File: src/rtl/uart_unit.sv
// ---------------------------------------------------------------------------
// uart_unit
// Serial I/O stage for the control unit. Executes the snd / rcv / baud
// commands presented on uartc, owns an 8N1 transmitter and receiver, each
// backed by a small circular FIFO, and a run-time programmable baud divisor.
//
// Ports
//   clk          system clock
//   reset        asynchronous, active-low reset
//   uartc[2:0]   command: 010 rcv, 011 snd, 100 baud, anything else idle
//   wr_data[31:0] operand: [7:0] byte for snd, [15:0] divisor for baud
//   rx           asynchronous serial input
//   tx           serial output, idles high
//   rdy          high while the current command is rcv
//   state        high while the RX FIFO is empty (rcv must wait)
//   rx_data      RX FIFO head, zero-extended; 0 while state is high
//   tx_busy      transmitter active or TX FIFO non-empty
//   tx_overflow  sticky: snd dropped on a full TX FIFO
//   rx_overrun   sticky: received byte dropped on a full RX FIFO
//   frame_err    sticky: stop bit sampled low
// ---------------------------------------------------------------------------
module uart_unit #(
    parameter int unsigned DEFAULT_DIV = 434,
    parameter int unsigned FIFO_DEPTH  = 4
) (
    input  logic        clk,
    input  logic        reset,
    input  logic [2:0]  uartc,
    input  logic [31:0] wr_data,
    input  logic        rx,
    output logic        tx,
    output logic        rdy,
    output logic        state,
    output logic [31:0] rx_data,
    output logic        tx_busy,
    output logic        tx_overflow,
    output logic        rx_overrun,
    output logic        frame_err
);

    localparam int unsigned AW = $clog2(FIFO_DEPTH);
    localparam int unsigned CW = $clog2(FIFO_DEPTH + 1);
    localparam logic [2:0]    CMD_RCV  = 3'b010;
    localparam logic [2:0]    CMD_SND  = 3'b011;
    localparam logic [2:0]    CMD_BAUD = 3'b100;
    localparam logic [15:0]   DIV_RST  = 16'(DEFAULT_DIV);
    localparam logic [CW-1:0] CNT_FULL = CW'(FIFO_DEPTH);

    typedef enum logic [1:0] {
        ST_IDLE  = 2'd0,
        ST_START = 2'd1,
        ST_DATA  = 2'd2,
        ST_STOP  = 2'd3
    } uart_st_e;

    // command decode
    logic rcv_s, snd_s, baud_s;
    assign rcv_s  = (uartc == CMD_RCV);
    assign snd_s  = (uartc == CMD_SND);
    assign baud_s = (uartc == CMD_BAUD);
    assign rdy    = rcv_s;

    // upper operand bits carry no meaning for this unit
    logic unused_wr_s;
    assign unused_wr_s = ^wr_data[31:16];

    // ---------------- state ----------------
    logic [15:0]   div_q, div_d;
    logic [7:0]    tx_mem_q [FIFO_DEPTH];
    logic [7:0]    rx_mem_q [FIFO_DEPTH];
    logic [AW-1:0] tx_wptr_q, tx_rptr_q, rx_wptr_q, rx_rptr_q;
    logic [CW-1:0] tx_cnt_q, tx_cnt_d, rx_cnt_q, rx_cnt_d;
    uart_st_e      tx_st_q, tx_st_d, rx_st_q, rx_st_d;
    logic [15:0]   tx_tmr_q, tx_tmr_d, rx_tmr_q, rx_tmr_d;
    logic [2:0]    tx_bit_q, tx_bit_d, rx_bit_q, rx_bit_d;
    logic [7:0]    tx_sh_q, tx_sh_d, rx_sh_q, rx_sh_d;
    logic          tx_q, tx_d;
    logic          tx_busy_q, tx_busy_d;
    logic          state_q, state_d;
    logic          tx_ovf_q, tx_ovf_d, rx_ovr_q, rx_ovr_d, ferr_q, ferr_d;
    logic          rx_s1_q, rx_s2_q, rx_s3_q;

    logic tx_full_s, tx_empty_s, tx_push_s, tx_pop_s;
    logic rx_full_s, rx_push_s, rx_pop_s, rx_done_s, rx_ferr_s, rx_fall_s;

    assign tx_full_s  = (tx_cnt_q == CNT_FULL);
    assign tx_empty_s = (tx_cnt_q == {CW{1'b0}});
    assign tx_push_s  = snd_s && (!tx_full_s || tx_pop_s);

    assign rx_full_s  = (rx_cnt_q == CNT_FULL);
    // state_q low guarantees a valid head, so the pop needs no extra guard
    assign rx_pop_s   = rcv_s && !state_q;
    assign rx_push_s  = rx_done_s && (!rx_full_s || rx_pop_s);
    // s3 holds the previous synchronized value for edge detection
    assign rx_fall_s  = rx_s3_q && !rx_s2_q;

    // Divisor and sticky flag next-state; a baud command clears flags, new events still set them
    always_comb begin
        div_d    = div_q;
        tx_ovf_d = tx_ovf_q;
        rx_ovr_d = rx_ovr_q;
        ferr_d   = ferr_q;
        if (baud_s) begin
            div_d    = (wr_data[15:0] < 16'd2) ? 16'd2 : wr_data[15:0];
            tx_ovf_d = 1'b0;
            rx_ovr_d = 1'b0;
            ferr_d   = 1'b0;
        end else begin
            div_d = div_q;
        end
        if (snd_s && tx_full_s && !tx_pop_s) begin
            tx_ovf_d = 1'b1;
        end else begin
            tx_ovf_d = tx_ovf_d;
        end
        if (rx_done_s && rx_full_s && !rx_pop_s) begin
            rx_ovr_d = 1'b1;
        end else begin
            rx_ovr_d = rx_ovr_d;
        end
        if (rx_ferr_s) begin
            ferr_d = 1'b1;
        end else begin
            ferr_d = ferr_d;
        end
    end

    // FIFO occupancy next-state for both directions
    always_comb begin
        tx_cnt_d = tx_cnt_q;
        rx_cnt_d = rx_cnt_q;
        if (tx_push_s && !tx_pop_s) begin
            tx_cnt_d = tx_cnt_q + CW'(1);
        end else if (!tx_push_s && tx_pop_s) begin
            tx_cnt_d = tx_cnt_q - CW'(1);
        end else begin
            tx_cnt_d = tx_cnt_q;
        end
        if (rx_push_s && !rx_pop_s) begin
            rx_cnt_d = rx_cnt_q + CW'(1);
        end else if (!rx_push_s && rx_pop_s) begin
            rx_cnt_d = rx_cnt_q - CW'(1);
        end else begin
            rx_cnt_d = rx_cnt_q;
        end
        // a fresh push into an empty FIFO is reported one cycle late; a pop to empty is immediate
        state_d   = (rx_cnt_d == {CW{1'b0}}) || (rx_cnt_q == {CW{1'b0}});
        tx_busy_d = (tx_st_d != ST_IDLE) || (tx_cnt_d != {CW{1'b0}});
    end

    // TX FSM next-state: timer counts div-1 down to 0 per bit, reloaded with the current divisor
    always_comb begin
        tx_st_d  = tx_st_q;
        tx_tmr_d = tx_tmr_q;
        tx_bit_d = tx_bit_q;
        tx_sh_d  = tx_sh_q;
        tx_d     = tx_q;
        tx_pop_s = 1'b0;
        case (tx_st_q)
            ST_IDLE: begin
                tx_d = 1'b1;
                if (!tx_empty_s) begin
                    tx_pop_s = 1'b1;
                    tx_sh_d  = tx_mem_q[tx_rptr_q];
                    tx_d     = 1'b0;
                    tx_tmr_d = div_q - 16'd1;
                    tx_st_d  = ST_START;
                end else begin
                    tx_st_d = ST_IDLE;
                end
            end
            ST_START: begin
                if (tx_tmr_q == 16'd0) begin
                    tx_d     = tx_sh_q[0];
                    tx_tmr_d = div_q - 16'd1;
                    tx_bit_d = 3'd0;
                    tx_st_d  = ST_DATA;
                end else begin
                    tx_tmr_d = tx_tmr_q - 16'd1;
                end
            end
            ST_DATA: begin
                if (tx_tmr_q == 16'd0) begin
                    tx_tmr_d = div_q - 16'd1;
                    if (tx_bit_q == 3'd7) begin
                        tx_d    = 1'b1;
                        tx_st_d = ST_STOP;
                    end else begin
                        tx_sh_d  = {1'b0, tx_sh_q[7:1]};
                        tx_d     = tx_sh_q[1];
                        tx_bit_d = tx_bit_q + 3'd1;
                    end
                end else begin
                    tx_tmr_d = tx_tmr_q - 16'd1;
                end
            end
            ST_STOP: begin
                if (tx_tmr_q == 16'd0) begin
                    if (!tx_empty_s) begin
                        // back-to-back frame: no idle gap after the stop bit
                        tx_pop_s = 1'b1;
                        tx_sh_d  = tx_mem_q[tx_rptr_q];
                        tx_d     = 1'b0;
                        tx_tmr_d = div_q - 16'd1;
                        tx_st_d  = ST_START;
                    end else begin
                        tx_d    = 1'b1;
                        tx_st_d = ST_IDLE;
                    end
                end else begin
                    tx_tmr_d = tx_tmr_q - 16'd1;
                end
            end
            default: begin
                tx_d    = 1'b1;
                tx_st_d = ST_IDLE;
            end
        endcase
    end

    // RX FSM next-state: half-bit wait to the start-bit centre, then one sample per bit
    always_comb begin
        rx_st_d   = rx_st_q;
        rx_tmr_d  = rx_tmr_q;
        rx_bit_d  = rx_bit_q;
        rx_sh_d   = rx_sh_q;
        rx_done_s = 1'b0;
        rx_ferr_s = 1'b0;
        case (rx_st_q)
            ST_IDLE: begin
                if (rx_fall_s) begin
                    rx_tmr_d = (div_q >> 1) - 16'd1;
                    rx_st_d  = ST_START;
                end else begin
                    rx_st_d = ST_IDLE;
                end
            end
            ST_START: begin
                if (rx_tmr_q == 16'd0) begin
                    if (rx_s2_q) begin
                        rx_st_d = ST_IDLE;  // line back high: false start
                    end else begin
                        rx_tmr_d = div_q - 16'd1;
                        rx_bit_d = 3'd0;
                        rx_st_d  = ST_DATA;
                    end
                end else begin
                    rx_tmr_d = rx_tmr_q - 16'd1;
                end
            end
            ST_DATA: begin
                if (rx_tmr_q == 16'd0) begin
                    rx_sh_d  = {rx_s2_q, rx_sh_q[7:1]};
                    rx_tmr_d = div_q - 16'd1;
                    if (rx_bit_q == 3'd7) begin
                        rx_st_d = ST_STOP;
                    end else begin
                        rx_bit_d = rx_bit_q + 3'd1;
                    end
                end else begin
                    rx_tmr_d = rx_tmr_q - 16'd1;
                end
            end
            ST_STOP: begin
                if (rx_tmr_q == 16'd0) begin
                    rx_st_d = ST_IDLE;
                    if (rx_s2_q) begin
                        rx_done_s = 1'b1;
                    end else begin
                        rx_ferr_s = 1'b1;
                    end
                end else begin
                    rx_tmr_d = rx_tmr_q - 16'd1;
                end
            end
            default: begin
                rx_st_d = ST_IDLE;
            end
        endcase
    end

    // All registered state, async active-low reset
    always_ff @(posedge clk or negedge reset) begin
        if (!reset) begin
            div_q     <= DIV_RST;
            tx_wptr_q <= '0;
            tx_rptr_q <= '0;
            rx_wptr_q <= '0;
            rx_rptr_q <= '0;
            tx_cnt_q  <= '0;
            rx_cnt_q  <= '0;
            for (int i = 0; i < FIFO_DEPTH; i++) begin
                tx_mem_q[i] <= 8'h00;
                rx_mem_q[i] <= 8'h00;
            end
            tx_st_q   <= ST_IDLE;
            rx_st_q   <= ST_IDLE;
            tx_tmr_q  <= 16'd0;
            rx_tmr_q  <= 16'd0;
            tx_bit_q  <= 3'd0;
            rx_bit_q  <= 3'd0;
            tx_sh_q   <= 8'h00;
            rx_sh_q   <= 8'h00;
            tx_q      <= 1'b1;
            tx_busy_q <= 1'b0;
            state_q   <= 1'b1;
            tx_ovf_q  <= 1'b0;
            rx_ovr_q  <= 1'b0;
            ferr_q    <= 1'b0;
            rx_s1_q   <= 1'b1;
            rx_s2_q   <= 1'b1;
            rx_s3_q   <= 1'b1;
        end else begin
            div_q <= div_d;
            if (tx_push_s) begin
                tx_mem_q[tx_wptr_q] <= wr_data[7:0];
                tx_wptr_q           <= tx_wptr_q + AW'(1);
            end
            if (tx_pop_s) begin
                tx_rptr_q <= tx_rptr_q + AW'(1);
            end
            if (rx_push_s) begin
                rx_mem_q[rx_wptr_q] <= rx_sh_q;
                rx_wptr_q           <= rx_wptr_q + AW'(1);
            end
            if (rx_pop_s) begin
                rx_rptr_q <= rx_rptr_q + AW'(1);
            end
            tx_cnt_q  <= tx_cnt_d;
            rx_cnt_q  <= rx_cnt_d;
            tx_st_q   <= tx_st_d;
            rx_st_q   <= rx_st_d;
            tx_tmr_q  <= tx_tmr_d;
            rx_tmr_q  <= rx_tmr_d;
            tx_bit_q  <= tx_bit_d;
            rx_bit_q  <= rx_bit_d;
            tx_sh_q   <= tx_sh_d;
            rx_sh_q   <= rx_sh_d;
            tx_q      <= tx_d;
            tx_busy_q <= tx_busy_d;
            state_q   <= state_d;
            tx_ovf_q  <= tx_ovf_d;
            rx_ovr_q  <= rx_ovr_d;
            ferr_q    <= ferr_d;
            rx_s1_q   <= rx;
            rx_s2_q   <= rx_s1_q;
            rx_s3_q   <= rx_s2_q;
        end
    end

    assign tx          = tx_q;
    assign tx_busy     = tx_busy_q;
    assign state       = state_q;
    assign rx_data     = state_q ? 32'd0 : {24'd0, rx_mem_q[rx_rptr_q]};
    assign tx_overflow = tx_ovf_q;
    assign rx_overrun  = rx_ovr_q;
    assign frame_err   = ferr_q;

endmodule

File: config.mk
export PLATFORM = sky130hd
export DESIGN_NAME = uart_unit
export DESIGN_NICKNAME = d
export VERILOG_FILES = /design/src/rtl/uart_unit.sv
export SDC_FILE = /design/constraint.sdc
export NUM_CORES = 1
export LEC_CHECK = 0
export ABC_AREA = 1
export CAP_MARGIN = 5
export CORE_ASPECT_RATIO = 0.6
export CORE_MARGIN = 8
export CORE_UTILIZATION = 45
export CTS_CLUSTER_DIAMETER = 40
export DETAILED_ROUTE_END_ITERATION = 10
export HOLD_SLACK_MARGIN = 0.02
export PLACE_DENSITY = 0.61
export SYNTH_ARGS = -nofsm -noshare
export SYNTH_HDL_FRONTEND = slang
export SYNTH_SLANG_ARGS = --single-unit
File: constraint.sdc
create_clock -name clk -period 4.65 [get_ports clk]
set_input_delay 0.93 -clock clk [delete_from_list [all_inputs] [get_ports clk]]
set_output_delay 0.93 -clock clk [all_outputs]
set_load 0.03 [all_outputs]
**Signal wires on met1**

Scale bar: 50 um. Supply wires on this layer in gray.
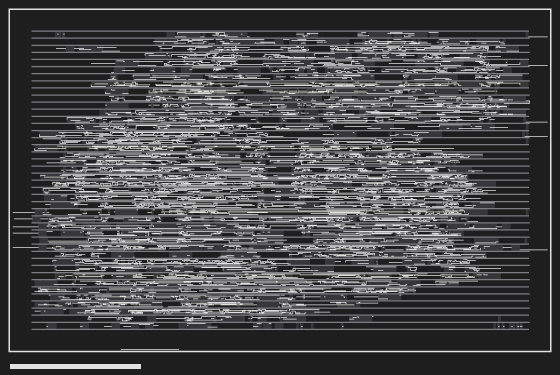
longest straight run: 58.4 um
main direction: horizontal
wire length on this layer: 13900 um
nets with wire on the layer: 1238
share of all routed wire: 54%

**Track usage over the die**

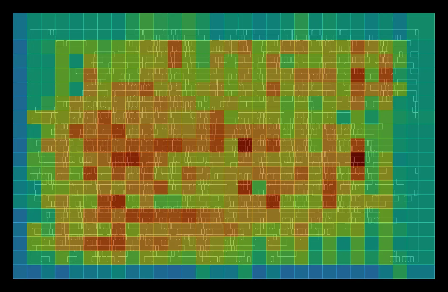
all-layer global routing usage: 19.8%
M1 GR Usage: 32.4%
fin util: 50.2%

==> results.cfg <==
; flow metrics
[cells_and_area]
layout_top_cell = nand2_1
synthToLayoutAreaGrowth_pct = 11.1
antenna_cells = 0
nonClkBufAreaFrac_pct = 3.70
comb-cell-share_pct = 46.1
fillers = 2142
finalNetCount = 1352
ff_count = 161
logic_area_mm2 = 0.00503
inv_count = 129
largestClassByArea = multi-input combinational cells
clock_buffers = 23
multi_input_comb_cells = 931
seq_area_mm2 = 0.00404
layout_top_cells = nand2_1 (342), dfrtp_1 (151), inv_1 (120)
buffers = 40

[logic_synthesis]
seq_area_frac_synth_pct = 41.1
synth.distinct_cells = 54
yosys-stat-cells = 1259
top_area_cell = dfrtp_1
ys_area_mm2 = 0.00983
syn_inst = 1259
edf_count = 0
synth-warning-count = 0

[clock_tree]
htree_num_levels = 4
clk_pin_slew_worst_paths_ns = 0.07
cts-root-buf = clkbuf_16
cts.sinks = 161
cts_tree = yes
clock_latency_ns = 0.44
clock_path_buffers = 2
cts_setup_buffers = 0
cts_resized = 0

[hold_path]
min_path_cells = 0
min_from = rx_s1_q
min_to = rx_s2_q

[floorplanning]
core_mm2 = 0.0218
die_h_um = 130
ios = 77
fp-utilization_pct = 45.2
nWellTaps = 286

[global_route]
grt_pass1_wl_um = 41900
gr-total-overflow = 0
grt_max_degree = 104
use_met2_pct = 24.6
grt_pass1_vias = 7602
busiest_layer = met1
antenna_found_initial = 1

[final_timing]
fin_skew_ns = 0.00849
relSlewSlack_pct = 34.7
hold_viol = 0
min_period_ns = 3.68
setup_violations = 0
finalSetupTns_ns = 0
final.setup.worst_slack_ns = 0.974

[critical_path]
cp-start-kind = register
path_cells = inv_1 -> a21oi_1 -> o21ai_0 -> a21oi_1 -> clkdlybuf4s50_1
end_kind = output pin
reg2reg_from = tx_cnt_q[0]
r2r-end = tx_mem_q[3]
startpoint = rx_rptr_q[0]
critPathKind = reg2out
cp_max_fo = 18
cp_slowest_cell = dfrtp_1

[pwr]
power_switching_uw = 2680
intPower_uw = 3540
power_density_mw_per_mm2 = 570
p_leak_uw = 0.00530
swShare_pct = 43.1
power.share.combinational_pct = 41.7

[drt]
vias = 8339
wirelength_um = 25500
vias_per_cell = 5.28
wl_per_cell_um = 16.2
drt-pass1-iter-count = 5

[placement]
hpwl_um = 18700
placed_area_mm2 = 0.0103
place.gp.congestion = 0.924

[run]
drv_cap = 0

[status]
status = completed
**The metal 2 layer**

Scale bar: 50 um.
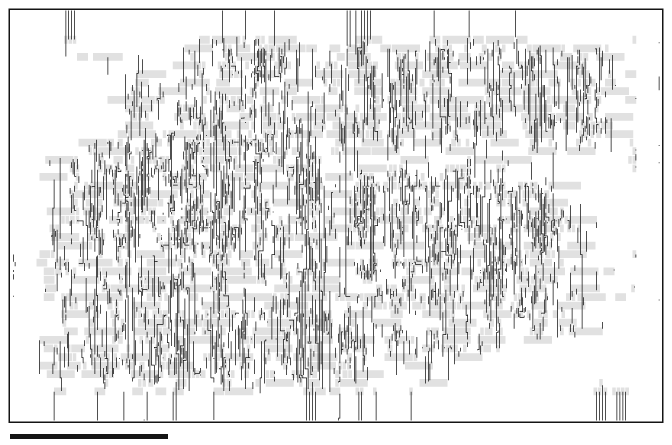
main direction: vertical
longest straight run: 72.4 um
wire length on this layer: 9380 um

**Layout detail**

Scale bar: 10 um. Window x 83 to 123, y 19 to 59 um. Cells in gray, sequential cells in the stronger gray; small squares are vias.
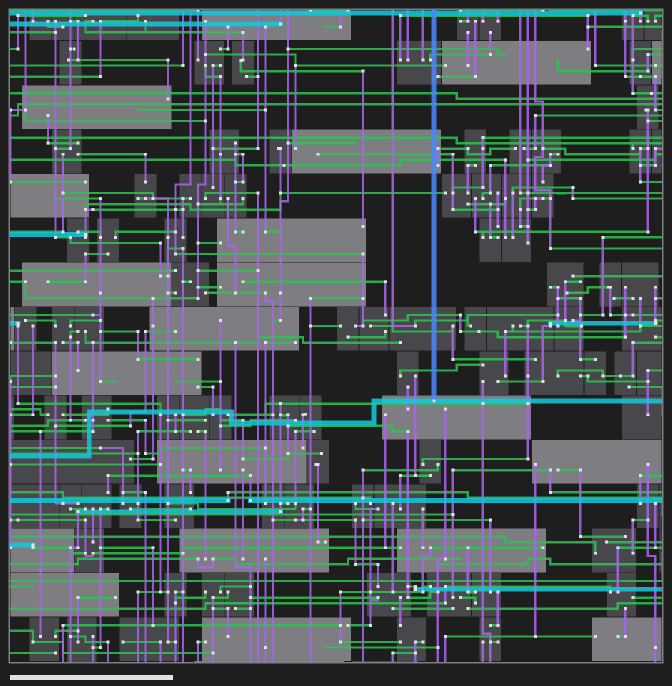
legend:
  blue:
    layer: M4
  green:
    layer: M1
  cyan:
    layer: M3
  purple:
    layer: M2
sequential cells in the window: 17
most frequent: nand2_1 (28), dfrtp_1 (17), o21ai_0 (16)
netlist names of flops here include: tx_mem_q (6), div_q (5), tx_rptr_q (2)
cells with their middle in the window: 104

## logic make-up after synthesis
kind of cell	after synthesis	synth area share [%]
DFF	161	41.1
other	1	0.0382
AOI/OAI and AO/OA	262	14.7
muxes	25	2.85
and+or+nand+nor	540	24.2
xor gates and xnor gates	46	4.18
adders and majority gates	34	4.33
buffers and inverters	190	8.59
## worst max-delay path by stage
stage / to / slack (ns)
4_1_cts: rx_data[3] / 0.98
2_1_floorplan: rx_mem_q[0] / 1.97
3_5_place_dp: rdy / 1.36
3_3_place_gp: rdy / 1.38
5_1_grt: rx_data[2] / 0.78
6_report: rx_data[2] / 0.97
## cells in the mapped netlist, types with 10 or more instances
master    count
nand2_1     342
dfrtp_1     151
inv_1       120
o21ai_0     114
nor2_1       83
a21oi_1      61
nand3_1      55
o21ai_1      39
xor2_1       36
ha_1         34
clkbuf_1     28
buf_4        26
mux2_1       16
dfstp_2      10
nand4_1      10
## power by group through the flow
stage	clock network (uW)	logic [uW]	registers (uW)
CTS	1490	2580	2160
global route	1540	2940	2230
finish	1450	2600	2170
floorplan	0	1950	2050
global placement	0	2540	2180
detailed placement	0	2570	2180
## worst max-delay path, delay by kind of cell, from the launching register on
| family | cells | cell delay [ns] |
|---|---|---|
| buf+inv | 2 | 1.10 |
| flops | 1 | 0.71 |
| compound gates | 3 | 0.49 |
## per-layer routing
metal / wire [um] / vias up
li1: - / 4117
met3: 2030 / 12
met4: 201 / 0
met1: 13900 / 3970
met2: 9380 / 240
met5: 0 / -
## stage by stage
stage / power (uW) / util (%) / std cells
3_5_place_dp: 4750 / 47.4 / 1547
5_1_grt: 6710 / 50.2 / 1579
4_1_cts: 6230 / 50.2 / 1579
2_1_floorplan: 4010 / - / 1282
3_3_place_gp: 4720 / 47.4 / 1547
6_report: 6220 / 50.2 / 1579
No activity file was given, so power comes from the tool's default toggle rates.
